logic_types.png
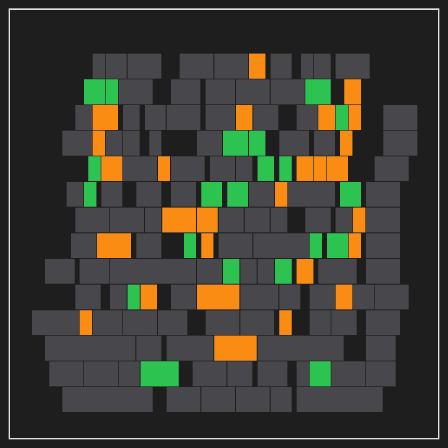
congestion.png
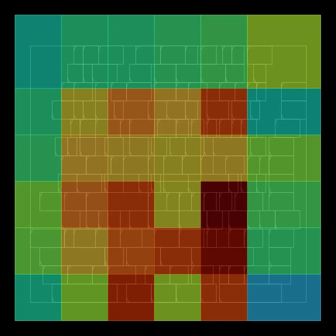
metal_density.png
Scale bar: 10 um. 9 x 9 tiles, from black (low) to pale yellow (high), scaled to the fullest tile. Values are wire area over tile area, all layers added.
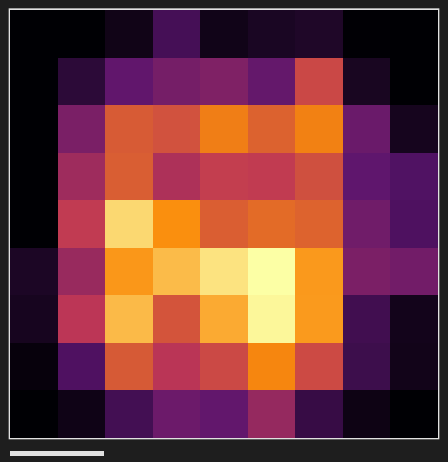
### config.mk
export PLATFORM = sky130hd
export DESIGN_NAME = multicycle_control_fsm
export DESIGN_NICKNAME = d
export VERILOG_FILES = /design/src/rtl/multicycle_control_fsm.sv
export SDC_FILE = /design/constraint.sdc
export NUM_CORES = 1
export LEC_CHECK = 0
export CORE_MARGIN = 2
export CORE_UTILIZATION = 46
export CTS_BUF_LIST = sky130_fd_sc_hd__clkbuf_8
export CTS_CLUSTER_SIZE = 8
export DETAILED_ROUTE_END_ITERATION = 8
export HOLD_SLACK_MARGIN = 0.1
export PLACE_DENSITY = 0.94
export SLEW_MARGIN = 10
export SYNTH_ARGS = -nofsm -noshare
export SYNTH_HDL_FRONTEND = slang
export SYNTH_SLANG_ARGS = --single-unit
### constraint.sdc
create_clock -name CLK -period 2.7 [get_ports CLK]
set_input_delay 0.405 -clock CLK [delete_from_list [all_inputs] [get_ports CLK]]
set_output_delay 0.405 -clock CLK [all_outputs]
set_load 0.01 [all_outputs]
### src/rtl/multicycle_control_fsm.sv
// Multicycle control unit: FETCH/DECODE/EXEC/MEM/WB sequencing with
// variable-latency memory handshake, BNE, and illegal-opcode trap.
module multicycle_control_fsm #(
    parameter int OPCODE_W = 4,
    parameter int STATE_W  = 5,
    parameter bit TRAP_EN  = 1'b1
) (
    input  logic                CLK,
    input  logic                Reset,
    input  logic [OPCODE_W-1:0] Opcode,
    input  logic                Zero,
    input  logic                MemReady,
    output logic                PCWrite,
    output logic                PCWriteCond,
    output logic                IorD,
    output logic                IRWrite,
    output logic                RegWrite,
    output logic                MemWrite,
    output logic                MemRead,
    output logic                Trap,
    output logic [1:0]          ALUSrcA,
    output logic [1:0]          ALUSrcB,
    output logic [1:0]          ALUOp,
    output logic [1:0]          MemToReg,
    output logic [1:0]          PCSrc,
    output logic [STATE_W-1:0]  current_state,
    output logic [STATE_W-1:0]  next_state
);

    localparam logic [STATE_W-1:0] S_FETCH     = STATE_W'(0);
    localparam logic [STATE_W-1:0] S_DECODE    = STATE_W'(1);
    localparam logic [STATE_W-1:0] S_R_ADD     = STATE_W'(2);
    localparam logic [STATE_W-1:0] S_R_SUB     = STATE_W'(3);
    localparam logic [STATE_W-1:0] S_R_WB      = STATE_W'(4);
    localparam logic [STATE_W-1:0] S_R_WB_GT   = STATE_W'(5);
    localparam logic [STATE_W-1:0] S_R_WB_EQ   = STATE_W'(6);
    localparam logic [STATE_W-1:0] S_J_EXEC    = STATE_W'(7);
    localparam logic [STATE_W-1:0] S_J_WB      = STATE_W'(8);
    localparam logic [STATE_W-1:0] S_M_ADDR    = STATE_W'(9);
    localparam logic [STATE_W-1:0] S_M_ADDI_WB = STATE_W'(10);
    localparam logic [STATE_W-1:0] S_M_LW_RD   = STATE_W'(11);
    localparam logic [STATE_W-1:0] S_M_LW_WB   = STATE_W'(12);
    localparam logic [STATE_W-1:0] S_M_SW      = STATE_W'(13);
    localparam logic [STATE_W-1:0] S_I_BNE     = STATE_W'(14);
    localparam logic [STATE_W-1:0] S_I_IMM     = STATE_W'(15);
    localparam logic [STATE_W-1:0] S_I_WB      = STATE_W'(16);
    localparam logic [STATE_W-1:0] S_TRAP      = STATE_W'(17);

    localparam logic [STATE_W-1:0] S_ILLEGAL = TRAP_EN ? S_TRAP : S_FETCH;

    logic [STATE_W-1:0] state_q;
    logic [STATE_W-1:0] state_d;
    logic               hi_bits;
    logic [3:0]         op;

    // Any set bit above the 4-bit opcode space marks the instruction illegal.
    assign hi_bits = (Opcode >> 4) != '0;
    assign op      = Opcode[3:0];

    always_ff @(posedge CLK or negedge Reset) begin
        if (!Reset) begin
            state_q <= S_FETCH;
        end else begin
            state_q <= state_d;
        end
    end

    always_comb begin
        state_d = S_FETCH;
        unique case (state_q)
            S_FETCH:     state_d = MemReady ? S_DECODE : S_FETCH;
            S_DECODE: begin
                if (hi_bits) begin
                    state_d = S_ILLEGAL;
                end else begin
                    case (op)
                        4'd0:                state_d = S_R_ADD;
                        4'd1, 4'd2, 4'd3:    state_d = S_R_SUB;
                        4'd4, 4'd6:          state_d = S_J_EXEC;
                        4'd5, 4'd15:         state_d = S_I_IMM;
                        4'd8, 4'd9, 4'd10:   state_d = S_M_ADDR;
                        4'd11:               state_d = S_I_BNE;
                        default:             state_d = S_ILLEGAL;
                    endcase
                end
            end
            S_R_ADD:     state_d = S_R_WB;
            S_R_SUB: begin
                if (!hi_bits && op == 4'd1)      state_d = S_R_WB_GT;
                else if (!hi_bits && op == 4'd2) state_d = S_R_WB;
                else if (!hi_bits && op == 4'd3) state_d = S_R_WB_EQ;
                else                             state_d = S_FETCH;
            end
            S_J_EXEC: begin
                if (!hi_bits && (op == 4'd4 || op == 4'd6)) state_d = S_J_WB;
                else                                        state_d = S_FETCH;
            end
            S_M_ADDR: begin
                if (!hi_bits && op == 4'd8)       state_d = S_M_ADDI_WB;
                else if (!hi_bits && op == 4'd9)  state_d = S_M_LW_RD;
                else if (!hi_bits && op == 4'd10) state_d = S_M_SW;
                else                              state_d = S_FETCH;
            end
            S_M_LW_RD:   state_d = MemReady ? S_M_LW_WB : S_M_LW_RD;
            S_M_SW:      state_d = MemReady ? S_FETCH : S_M_SW;
            S_I_IMM:     state_d = S_I_WB;
            default:     state_d = S_FETCH;
        endcase
    end

    always_comb begin
        PCWrite     = 1'b0;
        PCWriteCond = 1'b0;
        IorD        = 1'b0;
        IRWrite     = 1'b0;
        RegWrite    = 1'b0;
        MemWrite    = 1'b0;
        MemRead     = 1'b0;
        Trap        = 1'b0;
        ALUSrcA     = 2'd0;
        ALUSrcB     = 2'd0;
        ALUOp       = 2'd0;
        MemToReg    = 2'd0;
        PCSrc       = 2'd0;
        unique case (state_q)
            S_FETCH: begin
                MemRead = 1'b1;
                ALUSrcB = 2'd1;
                IRWrite = MemReady;
                PCWrite = MemReady;
            end
            S_R_ADD:  ALUSrcA = 2'd1;
            S_R_SUB: begin
                ALUSrcA = 2'd1;
                ALUOp   = 2'd1;
            end
            S_R_WB:   RegWrite = 1'b1;
            S_R_WB_GT: begin
                RegWrite = 1'b1;
                MemToReg = 2'd3;
            end
            S_R_WB_EQ: begin
                RegWrite = 1'b1;
                MemToReg = 2'd2;
            end
            S_J_EXEC: begin
                ALUSrcA = 2'd1;
                ALUSrcB = (!hi_bits && op == 4'd6) ? 2'd2 : 2'd0;
            end
            S_J_WB: begin
                PCWrite  = 1'b1;
                PCSrc    = 2'd1;
                RegWrite = 1'b1;
            end
            S_M_ADDR: begin
                ALUSrcA = 2'd1;
                ALUSrcB = 2'd2;
            end
            S_M_ADDI_WB: RegWrite = 1'b1;
            S_M_LW_RD: begin
                IorD    = 1'b1;
                MemRead = 1'b1;
            end
            S_M_LW_WB: begin
                RegWrite = 1'b1;
                MemToReg = 2'd1;
            end
            S_M_SW: begin
                IorD     = 1'b1;
                MemWrite = 1'b1;
            end
            S_I_BNE: begin
                ALUSrcA     = 2'd1;
                ALUOp       = 2'd1;
                PCWriteCond = 1'b1;
                PCSrc       = 2'd1;
            end
            S_I_IMM: begin
                ALUSrcA = 2'd2;
                ALUSrcB = 2'd2;
            end
            S_I_WB:   RegWrite = 1'b1;
            S_TRAP: begin
                Trap    = 1'b1;
                PCWrite = 1'b1;
                PCSrc   = 2'd2;
            end
            default: ;
        endcase
    end

    assign current_state = state_q;
    assign next_state    = state_d;

endmodule

==> results_slide.txt <==
Key Metrics from the Run

Cells and area
  • Inverters: 2
  • Flop share of the area: roughly a tenth
  • Area growth syn-to-layout: 52.7%
  • Clkbuf count: 3
  • Share of cells above drive strength 1: 14.8%
  • Registers: 5
  • Fraction of area in multi-input gates: roughly 49%
  • Non-clock buffers, area share: 34.4%
  • Flop area: roughly 130 um^2
  • Max FFs per register: 5
  • Fin nets: ~160
  • Biggest Area Class: logic gates
  • Clk cell area share: approximately 3.7%
  • Non-CTS buffers: 45
  • Antenna Diode Count: 0
  • Gate Area: roughly 600 um^2

Clock tree
  • Root Driver: clkbuf_8
  • CTS Hold Bufs: 0
  • Latency at later pin: 0.23 ns
  • Htree depth: 1
  • CTS buffer count: 3
  • Clk sinks: 5
  • Post-CTS Setup Bufs: 0

Setup path
  • Worst-path cell chain: clkdlybuf4s50_1 -> nor3_1 -> a21o_1 -> a221o_1 -> clkdlybuf4s50_1
  • Worst setup EP type: output port
  • Worst reg2reg setup slack: about 1.1 ns
  • CP top delay family: buffers and inverters
  • Highest-delay cell along the critical path: clkdlybuf4s50_1
  • CP Buf/Inv Count: 2
  • R2r endpoint: current_state[2]
  • Worst r2r src: current_state[2]
  • CP peak stage delay: about 0.64 ns
  • Crit path launch type: primary input
  • First element of the critical path: MemReady
  • Critical path required time: 2.30 ns
  • Critical Path Stages: 5
  • Crit path DAT: 2.20 ns
  • Worst-case reg-to-reg path depth: 5
  • Setup CP Type: in2out

Floorplan
  • CORE AREA: between 0.0015 and 0.002 mm^2
  • Chip Height: about 45 um
  • Row cnt: 14
  • Chip area: ~0.002 mm^2
  • Fp util: 50.6%
  • Tap cells: 16
  • I/O pins: 36
  • Die Wd: between 40 and 50 um

Yosys
  • # Cells Yosys: around 110
  • Mapped Area: 788 um^2
  • Synth top area share: about 16%
  • Dominant flop cell: dfrtp_1
  • Yosys aoi share: approximately a quarter
  • Distinct lib cells used: ~42
  • Adder Share, Synth: 0%
  • Syn Nets: ~120
  • Number of enable flip-flop cells: 0
  • Synth Area in Simple Gates: about two fifths
  • Yosys warning count: 0
  • Top cells by area: dfrtp_1 (16%), nor3_1 (5.7%), nor2_1 (5.2%)
  • Syn_area_per_cell: between 6 and 7 um^2
  • Seq/Total Area, Yosys: between 15 and 20%
  • Dominant combinational family: simple AND/OR/NAND/NOR gates
  • Asr flop ratio synth: 100%
  • Area leader, netlist: dfrtp_1
  • Xor/xnor share: around 4.4%

Job
  • Log Warnings: 27

Timing
  • Max-slew violations: 0
  • Fin Setup TNS: 0 ns
  • Endpoints failing setup: 0
  • Tmin final: approximately 2.6 ns
  • Fmax: 384 MHz
  • Post-route setup slack: about 0.093 ns
  • Fin crit share: between 90 and 100%
  • RSZ-0062 raised after global routing: no

Placed design
  • IO Port Bufs: 33
  • Setup WS pre-CTS: -0.104 ns
  • Post-DP HPWL: 2000 um

Routing
  • First drt pass iteration count: 4
  • Antenna Violating Nets Remaining: 0
  • Vias: 1035
  • Drt first-iter violations: roughly 50
  • DRC violations left: 0

Power and ir drop
  • Worst VDD drop: approximately 940 uV
  • Leakage: roughly 0.47 nW
  • PwrDens: 1020 mW/mm^2

Run status
  • Outcome: finished clean

Global routing
  • Vias in the first global route: ~960
  • Largest net degree at the start of global routing: 17
  • Initial antenna violation count: 0

Min path
  • Worst Hold Class: in2async
Back to the opening pictures, logic_types.png:
[orange] NOR gates | cells: 27 | most used: nor2_1
[green] NAND gates | cells: 21 | most used: nand2_1
most numerous logic cell after layout: clkdlybuf4s50_1
Final Non-Filler Cells: 165

Back to the opening pictures, congestion.png:
Most Crowded Layer GR: met2
Util after Layout: 77.2%

Back to the opening pictures, metal_density.png:
emptiest ninth of the die: north-west
mean over tiles: 0.22
tiles over half the peak: 37%
densest ninth of the die: centre
nearly empty tiles: 15%
Total Routed Length: 2750 um
DR WL/cell: 16.7 um

==> stage by stage <==
stage	hold slack (ns)	area (um^2)	util, %	std cells	total power, W
3_5_place_dp	0.651	1150	73.8	161	0.00106
2_1_floorplan	0.109	788	-	113	0.000660
5_1_grt	0.416	1200	77.2	165	0.00131
3_3_place_gp	0.635	1150	73.8	161	0.00104
4_1_cts	0.408	1200	77.0	165	0.00121
6_report	0.407	1200	77.2	165	0.00122
==> layout by cell type (no fill, tap or decap), types with 4 or more instances in the layout <==
master	synthesis	layout
xnor2_1	4	4
a21oi_1	8	8
clkdlybuf4s50_1	0	28
dlygate4sd2_1	0	5
nand2_1	8	8
o21ai_0	5	5
nor2_1	11	11
buf_4	2	12
nand2b_1	6	6
nand3_1	4	4
nor3_1	9	8
==> routing by layer <==
| layer | vias to the layer above | track usage [%] | routed length [um] |
|---|---|---|---|
| met4 | 0 | 9.41 | 53 |
| met5 | - | 0 | 0 |
| met1 | 494 | 36.8 | 1080 |
| li1 | 483 | - | - |
| met2 | 50 | 50.4 | 1450 |
| met3 | 8 | 5.95 | 175 |
==> synth_stat cells (2+ instances only) <==
cell type and number:
and2_1 2, xnor2_1 4, mux2i_1 2, buf_6 2, nand3b_1 2, nor2_1 11, a31oi_1 2, clkbuf_1 3
nor2b_1 2, buf_4 2, nand3_1 4, nor4_1 2, buf_2 5, and3_1 3, nand2_1 8, dfrtp_1 5
nor3_1 9, or3_1 3, nand2b_1 6, o21ai_0 5, o211ai_1 2, inv_1 2, a21oi_1 8
==> power breakdown <==
part | internal [W] | switching (W)
clock network | 0.0000981 | 0.0000442
logic | 0.000475 | 0.000448
registers | 0.000103 | 0.0000531
==> repair_timing <==
action / 4_1_cts / 5_1_grt
pin swaps: 1 / 0
resized: 7 / 2
setup endpoints to repair: 4 / 2
Power is estimated from default activity; no workload was simulated.
